==> images/pdn.png <==
Bar = 20 um. Pins as bars on the die edge.
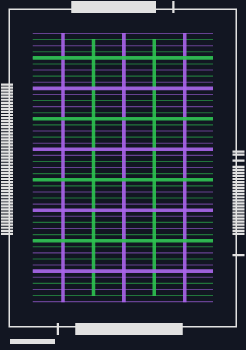
==> images/cell_classes.png <==
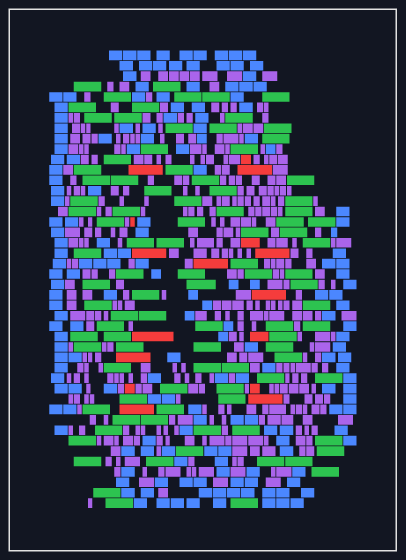
==> src/rtl/panel_write_arbiter.sv <==
// rtl/panel_write_arbiter.sv - two-source write arbiter with built-in fill sequencer for the LED panel video memory
//
// Purpose:
//   Shares the panel video-memory write port between requester A (network
//   frame receiver) and requester B (control CPU). It also contains a fill
//   sequencer that paints every framebuffer entry with one colour. All outputs
//   to the panel are registered. Everything runs on the rising edge of
//   i_ctrl_clk.
//
// Ports:
//   i_ctrl_clk            sole clock
//   i_reset               synchronous, active-high reset
//   i_a_valid/o_a_ready   requester A handshake (transfer = valid & ready)
//   i_a_addr/mask/data    A pixel address {row,col}, {R,G,B} enables, [R][G][B] data
//   i_b_*/o_b_ready       same for requester B
//   i_fill_start          single-cycle fill request (ignored while filling)
//   i_fill_color          fill colour, sampled with i_fill_start
//   o_fill_busy           fill in progress
//   o_fill_done           one-cycle pulse coincident with the last fill write
//   o_drop_count          saturating count of accepted out-of-range writes
//   o_ctrl_en/wr/addr/wdat  registered write port into ledpanel

module panel_write_arbiter #(
    parameter int CHAINED = 2
) (
    input  logic        i_ctrl_clk,
    input  logic        i_reset,

    input  logic        i_a_valid,
    output logic        o_a_ready,
    input  logic [15:0] i_a_addr,
    input  logic [2:0]  i_a_mask,
    input  logic [23:0] i_a_data,

    input  logic        i_b_valid,
    output logic        o_b_ready,
    input  logic [15:0] i_b_addr,
    input  logic [2:0]  i_b_mask,
    input  logic [23:0] i_b_data,

    input  logic        i_fill_start,
    input  logic [23:0] i_fill_color,
    output logic        o_fill_busy,
    output logic        o_fill_done,
    output logic [7:0]  o_drop_count,

    output logic        o_ctrl_en,
    output logic [3:0]  o_ctrl_wr,
    output logic [15:0] o_ctrl_addr,
    output logic [23:0] o_ctrl_wdat
);

    localparam int          DEPTH     = CHAINED * 4096;
    // 17-bit compare so CHAINED=16 (DEPTH=65536) still works
    localparam logic [16:0] DEPTH_W   = 17'(DEPTH);
    localparam logic [15:0] LAST_ADDR = 16'(DEPTH - 1);

    typedef enum logic {
        ST_IDLE = 1'b0,
        ST_FILL = 1'b1
    } state_t;

    state_t      r_state;
    logic        r_last_grant_b;   // 1: B was granted most recently
    logic [15:0] r_fill_cnt;
    logic [23:0] r_fill_color;
    logic        r_fill_busy;
    logic        r_fill_done;
    logic [7:0]  r_drop_count;
    logic        r_ctrl_en;
    logic [3:0]  r_ctrl_wr;
    logic [15:0] r_ctrl_addr;
    logic [23:0] r_ctrl_wdat;

    logic        w_idle;
    logic        w_grant_a;
    logic        w_grant_b;
    logic        w_xfer;
    logic [15:0] w_sel_addr;
    logic [2:0]  w_sel_mask;
    logic [23:0] w_sel_data;
    logic        w_in_range;

    // Arbitration. Grants are gated with reset so ready reads 0 during reset.
    // Each grant already includes its own valid, so ready never rises without
    // valid. On a tie the requester that did not win last time is granted.
    always_comb begin
        w_idle     = (r_state == ST_IDLE) && !i_reset;
        w_grant_a  = w_idle && i_a_valid && (!i_b_valid || r_last_grant_b);
        w_grant_b  = w_idle && i_b_valid && (!i_a_valid || !r_last_grant_b);
        w_xfer     = w_grant_a || w_grant_b;
        w_sel_addr = w_grant_a ? i_a_addr : i_b_addr;
        w_sel_mask = w_grant_a ? i_a_mask : i_b_mask;
        w_sel_data = w_grant_a ? i_a_data : i_b_data;
        w_in_range = ({1'b0, w_sel_addr} < DEPTH_W);
    end

    assign o_a_ready    = w_grant_a;
    assign o_b_ready    = w_grant_b;
    assign o_fill_busy  = r_fill_busy;
    assign o_fill_done  = r_fill_done;
    assign o_drop_count = r_drop_count;
    assign o_ctrl_en    = r_ctrl_en;
    assign o_ctrl_wr    = r_ctrl_wr;
    assign o_ctrl_addr  = r_ctrl_addr;
    assign o_ctrl_wdat  = r_ctrl_wdat;

    always_ff @(posedge i_ctrl_clk) begin
        if (i_reset) begin
            r_state        <= ST_IDLE;
            r_last_grant_b <= 1'b1;
            r_fill_cnt     <= '0;
            r_fill_color   <= '0;
            r_fill_busy    <= 1'b0;
            r_fill_done    <= 1'b0;
            r_drop_count   <= '0;
            r_ctrl_en      <= 1'b0;
            r_ctrl_wr      <= '0;
            r_ctrl_addr    <= '0;
            r_ctrl_wdat    <= '0;
        end else begin
            // Strobes default low; address/data hold when nothing is written.
            r_ctrl_en   <= 1'b0;
            r_ctrl_wr   <= '0;
            r_fill_done <= 1'b0;

            case (r_state)
                ST_IDLE: begin
                    if (w_xfer) begin
                        r_last_grant_b <= w_grant_b;
                        r_ctrl_addr    <= w_sel_addr;
                        r_ctrl_wdat    <= w_sel_data;
                        r_ctrl_wr      <= {1'b0, w_sel_mask};
                        // A zero mask is consumed without a strobe and is
                        // not a drop; out-of-range is dropped and counted.
                        r_ctrl_en      <= w_in_range && (w_sel_mask != 3'b000);
                        if (!w_in_range && (r_drop_count != 8'hFF))
                            r_drop_count <= r_drop_count + 8'd1;
                    end
                    // A grant in the same cycle as fill_start still completes.
                    if (i_fill_start) begin
                        r_fill_color <= i_fill_color;
                        r_fill_cnt   <= '0;
                        r_fill_busy  <= 1'b1;
                        r_state      <= ST_FILL;
                    end
                end

                ST_FILL: begin
                    r_ctrl_en   <= 1'b1;
                    r_ctrl_wr   <= 4'b0111;
                    r_ctrl_addr <= r_fill_cnt;
                    r_ctrl_wdat <= r_fill_color;
                    r_fill_cnt  <= r_fill_cnt + 16'd1;
                    // done lands together with the last write on the port
                    if (r_fill_cnt == LAST_ADDR) begin
                        r_fill_busy <= 1'b0;
                        r_fill_done <= 1'b1;
                        r_state     <= ST_IDLE;
                    end
                end

                default: r_state <= ST_IDLE;
            endcase
        end
    end

endmodule
==> config.mk <==
export PLATFORM = sky130hd
export DESIGN_NAME = panel_write_arbiter
export DESIGN_NICKNAME = d
export VERILOG_FILES = /design/src/rtl/panel_write_arbiter.sv
export SDC_FILE = /design/constraint.sdc
export NUM_CORES = 1
export LEC_CHECK = 0
export CAP_MARGIN = 20
export CORE_ASPECT_RATIO = 1.5
export CORE_MARGIN = 10
export CORE_UTILIZATION = 44
export DETAILED_ROUTE_END_ITERATION = 16
export PLACE_DENSITY = 0.86
export SLEW_MARGIN = 15
export SYNTH_ARGS = -nofsm -noshare
export SYNTH_HDL_FRONTEND = slang
export SYNTH_SLANG_ARGS = --single-unit
==> constraint.sdc <==
create_clock -name i_ctrl_clk -period 3.5 [get_ports i_ctrl_clk]
set_input_delay 0.7 -clock i_ctrl_clk [delete_from_list [all_inputs] [get_ports i_ctrl_clk]]
set_output_delay 0.7 -clock i_ctrl_clk [all_outputs]
set_load 0.005 [all_outputs]
==> results.toml <==
# physical design summary
[cells_and_area]
post_route_cells_drive_above_1_share = 0.0913
fin_util = 0.660
antenna-diode-count = 0
most_common_cell_after_layout_fill_and_taps_aside = "sky130_fd_sc_hd__clkdlybuf4s50_1"
nNetsFinal = 791

[synthesis]
netlist_instances = 523
synth_flops = 96
mappedNetlistNets = 640
synth.avg_cell_area_um2 = 8.22
netlist_area_um2 = 4300
edf_count = 0
synth.cellmix.adderShare = 0.00582
yosysUniqueCellTypes = 44
yosysChipArea_um2 = 4300
post_synthesis_share_of_cell_area_spent_on_and_or_nand_and_nor_gates = 0.207
share_of_synthesized_area_spent_on_multiplexers = 0.0803
netlist_logic_family_top = "AND-OR/OR-AND gates"
post_synth_xor_area_fraction = 0.00204

[clocking]
cts_buffers = 9
post_cts_resized = 0
cts-htree-levels = 3
clock_sinks = 96
tritoncts_clock_tree = "yes"

[critical_path]
r2r_cells = 5
timing_worst_setup_path_type = "in2out"
crit_path_top_delay_cell = "sky130_fd_sc_hd__clkdlybuf4s50_1"
worstReg2RegStart = "r_state"
cpLargestDelayFamily = "buffers and inverters"
crit_chain = "clkdlybuf4s50_1 -> nand2_1 -> a21oi_1 -> clkdlybuf4s50_1"
critical_path.n_buffers_inverters = 2
startpoint_of_the_most_critical_setup_path = "i_b_valid"
critPathMostFrequentCell = "sky130_fd_sc_hd__clkdlybuf4s50_1"
critPathCapture = "o_b_ready"
critPathRequiredTime_ns = 2.80
critPathLaunchType = "primary input"
cpPeakStageDelay_ns = 0.59
path_depth = 4
cp_max_fo = 4
ff2ff_setup_slack_ns = 1.09
reg2reg_end = "r_fill_cnt[13]"
worst_setup_path_end_kind = "output pin"

[drt]
dr_wl_met3_um = 1150
via_per_inst = 5.68
met1_length_um = 5390
route.vias.total = 4513
drt_first_iter_violations = 284
detail_route.wirelength_um = 15100
drc = 0
avgRoutedWirePerCell_um = 19.0

[placement]
placed_cells_incl_taps = 778
dpl-instance-area_um2 = 6050
post-dp-hpwl_um = 11200

[die]
floorplan.core_util = 0.446
die-area_um2 = 14200

[job]
cap_violations = 0
warning_count = 27

[hold_path]
timing.hold.worst_path_depth = 2

[pwr]
leakage_component_of_the_power_uw = 0.00217
vdd_drop_max_mv = 0.294
totalPowerFinal_uw = 2620

[global_routing]
globalRouteOverflowTotal = 0
antenna_found_initial = 0
gr_util_met1 = 0.214
gr-usage-met2 = 0.366
grt.met3_usage = 0.0621
grt.busiest_layer = "met2"
wire_length_of_the_first_global_routing_pass_um = 23800
grt_max_degree = 96
grt_pass1_vias = 4661

[timing]
relSlewSlack = 0.266
fmax_mhz = 342
final-hold-violation-count = 0
final.period_utilization = 0.836
final_max_slew_viol_count = 0
setup_viol = 0
finalSetupTns_ns = 0
fin_hold_ws_ns = 0.459
tightestPinTransition_ns = 1.10
grt_setup_unrepaired = "no"
post-route-worst-setup-slack_ns = 0.574
clock_skew_ns = 0.00543

[outcome]
run_status = "finished, final reports clean"
Notes on pdn.png above:
color	net
purple	VSS
green	VDD
met4 straps	5
rows	44
signal pins	172
met1 rails	45

Notes on cell_classes.png above:
color	class	cells
green	flip-flops	96
red	clock drivers and dummy loads	16
blue	other buffers and delay cells	180
purple	all other logic	387
Placement Rows: 44
Design Area, Final: 6350 um^2
Core Region: 9630 um^2
sequential portion of the cell area: 0.303

-- layout make-up --
cell class | count | area, um^2
fill | 787 | 3280
multi-input combinational | 382 | 2190
sequential | 96 | 1920
timing repair buffer | 180 | 1770
clock buffer | 12 | 256
tap | 115 | 144
clock inverter | 4 | 52.6
inverter | 5 | 18.8
-- state kept, by name (all words and copies together), names as in the netlist --
signal	cells
r_last_grant_b	1
o_ctrl_wdat	24
o_ctrl_addr	16
o_ctrl_wr	3
r_fill_color	24
o_ctrl_en	1
o_fill_done	1
r_fill_cnt	16
o_drop_count	8
o_fill_busy	1
r_state	1
-- report_power, final --
| part | switching [uW] | leakage (uW) | internal, uW |
|---|---|---|---|
| combinational | 188 | 0.00125 | 249 |
| clock | 409 | 0.000141 | 593 |
| sequential | 36.7 | 0.000784 | 1150 |
-- worst reg2reg max path: cells and delay by family (launching register included) --
| kind | cells | cell delay (ns) |
|---|---|---|
| and+or+nand+nor | 3 | 1.05 |
| DFF | 1 | 0.67 |
| buffers and inverters | 1 | 0.47 |
| AOI/OAI and AO/OA | 1 | 0.14 |
-- logic make-up after synthesis --
| family | after synthesis |
|---|---|
| simple gates | 198 |
| compound gates | 149 |
| buf+inv | 45 |
| flops | 96 |
| fa+ha+maj | 2 |
| other cells | 1 |
| xor+xnor | 1 |
| mux | 31 |
-- synth_stat cells, drive strengths merged, types with 4 or more instances --
cell type | count | area [um^2]
buf | 11 | 65.1
nand3 | 33 | 165
nand4 | 4 | 25.0
o31ai | 4 | 30.0
a22oi | 37 | 278
a21oi | 67 | 335
o21ai | 9 | 48.8
dfxtp | 96 | 1920
nor2 | 24 | 97.6
nand2 | 106 | 398
or4 | 4 | 33.8
clkbuf | 29 | 109
a31oi | 20 | 125
or3 | 8 | 50.1
inv | 4 | 15.0
nor3 | 5 | 25.0
mux2 | 28 | 315
No activity file was given, so power comes from the tool's default toggle rates.
